<file path="src/rtl/sram_ctrl_pkg.sv">
// Shared types and geometry for the RW0 SRAM controller.
// The optional array-zeroing sweep is built when SRAM_CTRL_INIT_EN is defined.
package sram_ctrl_pkg;

    localparam int unsigned ADDR_W = 12;
    localparam int unsigned MASK_W = 16;
    localparam int unsigned LANE_W = 6;
    localparam int unsigned DATA_W = MASK_W * LANE_W;
    localparam int unsigned DEPTH  = 4096;

    typedef enum logic [1:0] {
        IDLE,
        INIT,
        RUN
    } ctrl_state_e;

endpackage

</file>
<file path="src/rtl/sram_ctrl_resp_fifo.sv">
// Read-response FIFO: RESP_DEPTH entries of DATA_W bits, exposing empty and occupancy.
// Push on a full FIFO never happens because the controller's credit count prevents it.
module sram_ctrl_resp_fifo
    import sram_ctrl_pkg::*;
#(
    parameter int unsigned RESP_DEPTH = 3,
    localparam int unsigned OCC_W = $clog2(RESP_DEPTH + 1)
) (
    input  logic              clock,
    input  logic              reset_n,
    input  logic              push,
    input  logic              pop,
    input  logic [DATA_W-1:0] wdata,
    output logic [DATA_W-1:0] rdata,
    output logic              empty,
    output logic [OCC_W-1:0]  occupancy
);

    localparam int unsigned PTR_W = (RESP_DEPTH > 1) ? $clog2(RESP_DEPTH) : 1;

    logic [DATA_W-1:0] mem [RESP_DEPTH];
    logic [PTR_W-1:0]  wr_ptr;
    logic [PTR_W-1:0]  rd_ptr;
    logic              do_pop;

    // Depth need not be a power of two, so pointers wrap explicitly.
    function automatic logic [PTR_W-1:0] bump(input logic [PTR_W-1:0] p);
        return (p == PTR_W'(RESP_DEPTH - 1)) ? '0 : p + 1'b1;
    endfunction

    assign empty  = (occupancy == '0);
    assign do_pop = pop && !empty;
    assign rdata  = mem[rd_ptr];

    // Pointer and occupancy bookkeeping; simultaneous push/pop leaves occupancy unchanged.
    always_ff @(posedge clock or negedge reset_n) begin
        if (!reset_n) begin
            wr_ptr    <= '0;
            rd_ptr    <= '0;
            occupancy <= '0;
        end else begin
            if (push)   wr_ptr <= bump(wr_ptr);
            if (do_pop) rd_ptr <= bump(rd_ptr);
            case ({push, do_pop})
                2'b10:   occupancy <= occupancy + 1'b1;
                2'b01:   occupancy <= occupancy - 1'b1;
                default: occupancy <= occupancy;
            endcase
        end
    end

    // Storage array write.
    always_ff @(posedge clock) begin
        if (push) mem[wr_ptr] <= wdata;
    end

endmodule

</file>
<file path="src/rtl/sram_rw_ctrl.sv">
// Initiator-side controller for the 96x4096 single-port RW0 SRAM wrapper.
// Define SRAM_CTRL_INIT_EN to add the post-reset sweep that zeroes the whole array.
module sram_rw_ctrl
    import sram_ctrl_pkg::*;
#(
    parameter int unsigned RESP_DEPTH = 3
) (
    input  logic              clock,
    input  logic              reset_n,
    input  logic              req_valid,
    output logic              req_ready,
    input  logic              req_write,
    input  logic [ADDR_W-1:0] req_addr,
    input  logic [DATA_W-1:0] req_wdata,
    input  logic [MASK_W-1:0] req_wmask,
    output logic              resp_valid,
    input  logic              resp_ready,
    output logic [DATA_W-1:0] resp_rdata,
    output logic              init_done,
    output logic [ADDR_W-1:0] RW0_addr,
    output logic              RW0_en,
    output logic              RW0_clk,
    output logic              RW0_wmode,
    output logic [DATA_W-1:0] RW0_wdata,
    output logic [MASK_W-1:0] RW0_wmask,
    input  logic [DATA_W-1:0] RW0_rdata
);

    localparam int unsigned OCC_W = $clog2(RESP_DEPTH + 1);

    ctrl_state_e       state;
    ctrl_state_e       state_next;
    logic              inflight;
    logic              handshake;
    logic [OCC_W-1:0]  occupancy;
    logic [OCC_W:0]    credit;
    logic              fifo_empty;
    logic [DATA_W-1:0] fifo_rdata;

`ifdef SRAM_CTRL_INIT_EN
    localparam logic [ADDR_W-1:0] LAST_ADDR = ADDR_W'(DEPTH - 1);
    logic [ADDR_W-1:0] sweep_cnt;
`endif

    assign RW0_clk    = clock;
    assign handshake  = req_valid && req_ready;
    assign credit     = (OCC_W + 1)'(occupancy) + (OCC_W + 1)'(inflight);
    assign resp_valid = !fifo_empty;
    assign resp_rdata = resp_valid ? fifo_rdata : '0;

    // FSM state register.
    always_ff @(posedge clock or negedge reset_n) begin
        if (!reset_n) state <= IDLE;
        else          state <= state_next;
    end

    // A read issued this cycle returns data on RW0_rdata next cycle.
    always_ff @(posedge clock or negedge reset_n) begin
        if (!reset_n) inflight <= 1'b0;
        else          inflight <= handshake && !req_write;
    end

`ifdef SRAM_CTRL_INIT_EN
    // Sweep address counter, active only while zeroing the array.
    always_ff @(posedge clock or negedge reset_n) begin
        if (!reset_n)            sweep_cnt <= '0;
        else if (state == INIT)  sweep_cnt <= sweep_cnt + 1'b1;
        else                     sweep_cnt <= '0;
    end
`endif

    // Next-state logic and RW0 port / handshake outputs.
    always_comb begin
        state_next = state;
        req_ready  = 1'b0;
        init_done  = 1'b0;
        RW0_en     = 1'b0;
        RW0_wmode  = 1'b0;
        RW0_addr   = '0;
        RW0_wdata  = '0;
        RW0_wmask  = '0;
        case (state)
            IDLE: begin
`ifdef SRAM_CTRL_INIT_EN
                state_next = INIT;
`else
                state_next = RUN;
`endif
            end
`ifdef SRAM_CTRL_INIT_EN
            INIT: begin
                RW0_en    = 1'b1;
                RW0_wmode = 1'b1;
                RW0_addr  = sweep_cnt;
                RW0_wmask = '1;
                if (sweep_cnt == LAST_ADDR) state_next = RUN;
            end
`endif
            RUN: begin
                init_done = 1'b1;
                req_ready = (credit < (OCC_W + 1)'(RESP_DEPTH));
                if (req_valid && req_ready) begin
                    RW0_en    = 1'b1;
                    RW0_wmode = req_write;
                    RW0_addr  = req_addr;
                    if (req_write) begin
                        RW0_wdata = req_wdata;
                        RW0_wmask = req_wmask;
                    end
                end
            end
            default: state_next = IDLE;
        endcase
    end

    sram_ctrl_resp_fifo #(
        .RESP_DEPTH(RESP_DEPTH)
    ) u_resp_fifo (
        .clock     (clock),
        .reset_n   (reset_n),
        .push      (inflight),
        .pop       (resp_valid && resp_ready),
        .wdata     (RW0_rdata),
        .rdata     (fifo_rdata),
        .empty     (fifo_empty),
        .occupancy (occupancy)
    );

endmodule

</file>
<file path="config.mk">
export PLATFORM = sky130hd
export DESIGN_NAME = sram_rw_ctrl
export DESIGN_NICKNAME = d
export VERILOG_FILES = /design/src/rtl/sram_ctrl_pkg.sv /design/src/rtl/sram_ctrl_resp_fifo.sv /design/src/rtl/sram_rw_ctrl.sv
export SDC_FILE = /design/constraint.sdc
export NUM_CORES = 1
export LEC_CHECK = 0
export ABC_AREA = 1
export CORE_MARGIN = 2
export CORE_UTILIZATION = 29
export CTS_CLUSTER_SIZE = 10
export DETAILED_ROUTE_END_ITERATION = 10
export GPL_TIMING_DRIVEN = 0
export PLACE_DENSITY = 0.66
export SYNTH_ARGS = -nofsm -noshare
export SYNTH_HDL_FRONTEND = slang
export SYNTH_SLANG_ARGS = --single-unit
</file>
<file path="constraint.sdc">
create_clock -name clock -period 7.1 [get_ports clock]
set_input_delay 1.42 -clock clock [delete_from_list [all_inputs] [get_ports clock]]
set_output_delay 1.42 -clock clock [all_outputs]
set_load 0.005 [all_outputs]
</file>
==> flow_summary.ini <==
; synthesis and place-and-route metrics
[status]
status = finished clean

[placed_design]
gp_congestion = 0.9396
place_inst = 2311
hpwlAfterDp_microns = 40810
dpl_cell_area_sq_um = 18480

[routing]
wl_per_cell_microns = 22.29
drc = 0
topRoutingLayerUsed = met5
drtIter0Drc = 647
detail-route-antenna-nets = 0
via_per_inst = 4.692
met3_wirelength_microns = 3263
first_pass_iters = 5
vias = 11090
drt_wl_total_microns = 52680
wl_met2_microns = 28410
met1_length_microns = 16940

[worst_hold_path]
worstHoldPathType = flip-flop to flip-flop

[final_timing]
setup_tns_ns = 0
slew_headroom_pct = 34.59
maxSlewViolCount = 0
finalSetupViolations = 0
worst_pin_slew_ns = 0.9737
clock_skew_ns = 0.01765
hold_violations = 0
grt_setup_unrepaired = no
hold_ws_ns = 0.5315

[yosys]
yosys_area_sq_um = 13040
ys_sh_adder_pct = 0.2879
ys_sh_simple_pct = 24.65
synth_cell_type_count = 21
synthMostInstantiatedCell = nand2_1
syn_avg_cell_area_sq_um = 10.34
netlist_instances = 1261
synth.net_count = 1489
edf_count = 288
xor_share_pct = 0.06717
synth_area_sq_um = 13040
synth-async-reset-ratio_pct = 2.703
top_cells_by_count = 416 x nand2_1, 288 x edfxtp_1, 194 x nand3_1, 126 x nor3_1, 118 x inv_1
ys.flops = 296
flop_cell = edfxtp_1
synth_top_cell_by_area = edfxtp_1
ys_sh_aoi_pct = 0.1343
synthTopLogicFamily = simple AND/OR/NAND/NOR gates
synth_seq_share_pct = 67.86
top_cell_area_share_pct = 66.33
top_cells_by_area = edfxtp_1 66%, nand2_1 12%, nand3_1 7.4%
mux_share_pct = 0
yosysCellCount = 1261
yosys_warnings = 0

[power_and_ir_drop]
power.total_uw = 6463
sequentialPowerShare_pct = 32.2
clock_power_share_pct = 26.0
switching_share_pct = 33.86
p_comb_share_pct = 41.8
p_int_uw = 4274
total_leakage_power_uw = 0.007526
p_per_area_nw_per_um2 = 330.8
p_switching_uw = 2189
ir_drop_mv = 0.2209

[final_layout]
syn2layout_area_growth_pct = 49.84
final_cells = 2363
drive_gt1_share_pct = 5.985
nFillCells = 4160
antenna_cells = 0
design_area_sq_um = 19540
layout.nets = 1988

[flow_run]
warnings = 28
max-cap-violations = 0

[global_route]
grt-ovfl-total = 0
antenna_found_initial = 5
grt_pass1_vias = 11270
grt_max_degree = 30
grt_pass1_wl_microns = 73220

[setup_path]
end_kind = output port
critical_path_class = clock port to output port
critical_path_peak_fanout = 2
crit_required_ns = 5.68
crit_arrival_ns = 4.34
cp-start-kind = clock port

[clock_tree]
clk_latency_ns = 0.62
holdBufCountCts = 0
clkTransAtPathRegs_ns = 0.06
cts_setup_buffers = 0
cts_resized = 0
tritoncts = built

[die]
fp_util_pct = 29.42
fp-row-count = 77
core_sq_um = 44320
chip_area_sq_um = 46670
fp.dieH_microns = 216.0
die_x_microns = 216.0
final timing paths:
check	startpoint	end	slack [ns]	cells past startpoint
min reg2reg	u_resp_fifo.occupancy[1]$_DFFE_PN0P_	u_resp_fifo.occupancy[1]$_DFFE_PN0P_	0.53	2
min	u_resp_fifo.occupancy[1]$_DFFE_PN0P_	u_resp_fifo.occupancy[1]$_DFFE_PN0P_	0.53	2
max	clock	RW0_clk	1.34	4
max reg2reg	u_resp_fifo.wr_ptr[0]$_DFFE_PN0P_	u_resp_fifo.mem[1][53]$_DFFE_PP_	5.09	4
max in group asynchronous	reset_n	u_resp_fifo.rd_ptr[0]$_DFFE_PN0P_	5.74	1
min in group asynchronous	reset_n	u_resp_fifo.wr_ptr[1]$_DFFE_PN0P_	1.08	1
metrics by stage:
| step | util [%] | setup WS (ns) |
|---|---|---|
| 2_1_floorplan | - | 2.019 |
| 3_3_place_gp | 41.23 | -1.282 |
| 3_5_place_dp | 41.69 | 1.603 |
| 4_1_cts | 44.09 | 1.333 |
| 5_1_grt | 44.09 | 1.330 |
| 6_report | 44.09 | 1.342 |
cells by family (layout without fill, tap and decap cells):
family          Yosys count  in the layout
simple gates            744            744
xor+xnor                  1              1
compound gates            3              3
flops                   296            296
fa+ha+maj                 3              3
buf+inv                 213            723
other cells               1              1
state kept, by name, summed over array words and instances, names as in the netlist:
register,count
u_resp_fifo.occupancy,2
u_resp_fifo.rd_ptr,2
u_resp_fifo.mem,288
u_resp_fifo.wr_ptr,2
inflight,1
state,1
worst max-delay path, cell delays in order:
cell	delay (ns)
clkbuf_16	0.12
clkbuf_16	0.12
buf_4	0.11
clkdlybuf4s50_1	0.43
cells in the final DEF, fill, tap and decap left out, types with 3 or more instances in the layout:
cell type and instances:
edfxtp_1 288, nor3_1 126, clkinv_1 3, buf_1 21
buf_6 3, dfrtp_1 8, nand3_1 194, clkbuf_16 40
clkbuf_1 31, buf_4 11, nor2_4 3, buf_2 34
nand2_1 416, buf_12 9, inv_1 118, clkdlybuf4s50_1 449
ha_1 3
layer usage:
layer,track usage [%],vias to the layer above
met5,0,-
met4,15.39,10
met3,4.764,118
met2,41.90,468
met1,20.23,5265
li1,-,5226
power by group through the flow:
stage,Sequential [uW],Combinational [uW],Clock [uW]
finish,2080,2700,1680
global route,2090,2970,1790
CTS,2080,2760,1730
detailed placement,2110,2740,19.7
global placement,2130,2710,19.7
floorplan,2120,1220,9.13
layout make-up:
cell class / count / area [sq um] / area share (%)
well taps: 592 / 740.7 / 3.791
clock inverters: 6 / 37.54 / 0.1921
plain buffers: 94 / 459.2 / 2.350
clock buffers: 47 / 1033 / 5.290
inverters: 119 / 449.2 / 2.299
flip-flops and latches: 296 / 8848 / 45.29
repair buffers: 457 / 4664 / 23.87
multi-input cells: 752 / 3304 / 16.91
Figure 1. Sequential cells grouped by signal name.
Scale: 1 px per micron.
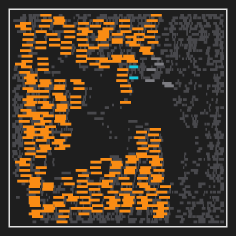
| colour | name in the netlist | sequential cells |
|---|---|---|
| cyan | `u_resp_fifo.rd_ptr` | 2 |
| orange | `u_resp_fifo.mem` | 288 |
not coloured: 6
register area: 8848 sq um
Final Util: 44.09%
Seq. pwr: 2080 uW
Seq area share: 45.29%

Figure 2. Port wiring.
Scale: 1.5 px per micron.
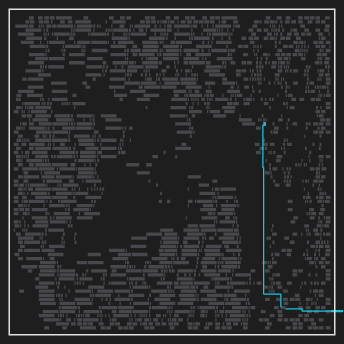
| colour | port | direction | end cells | buffers | wire |
|---|---|---|---|---|---|
| cyan | `RW0_wmode` | output | 1 | 1 | 167 microns |
I/O pins: 451
PortBufs: 449

Figure 3. Routing congestion.
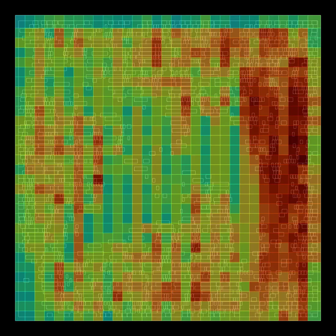
met1 Use GR: 20.23%
GRT Total Usage: 21.83%
grt met3 use: 4.764%
Top Usage Layer GRT: met2

No activity file was given, so power comes from the tool's default toggle rates.
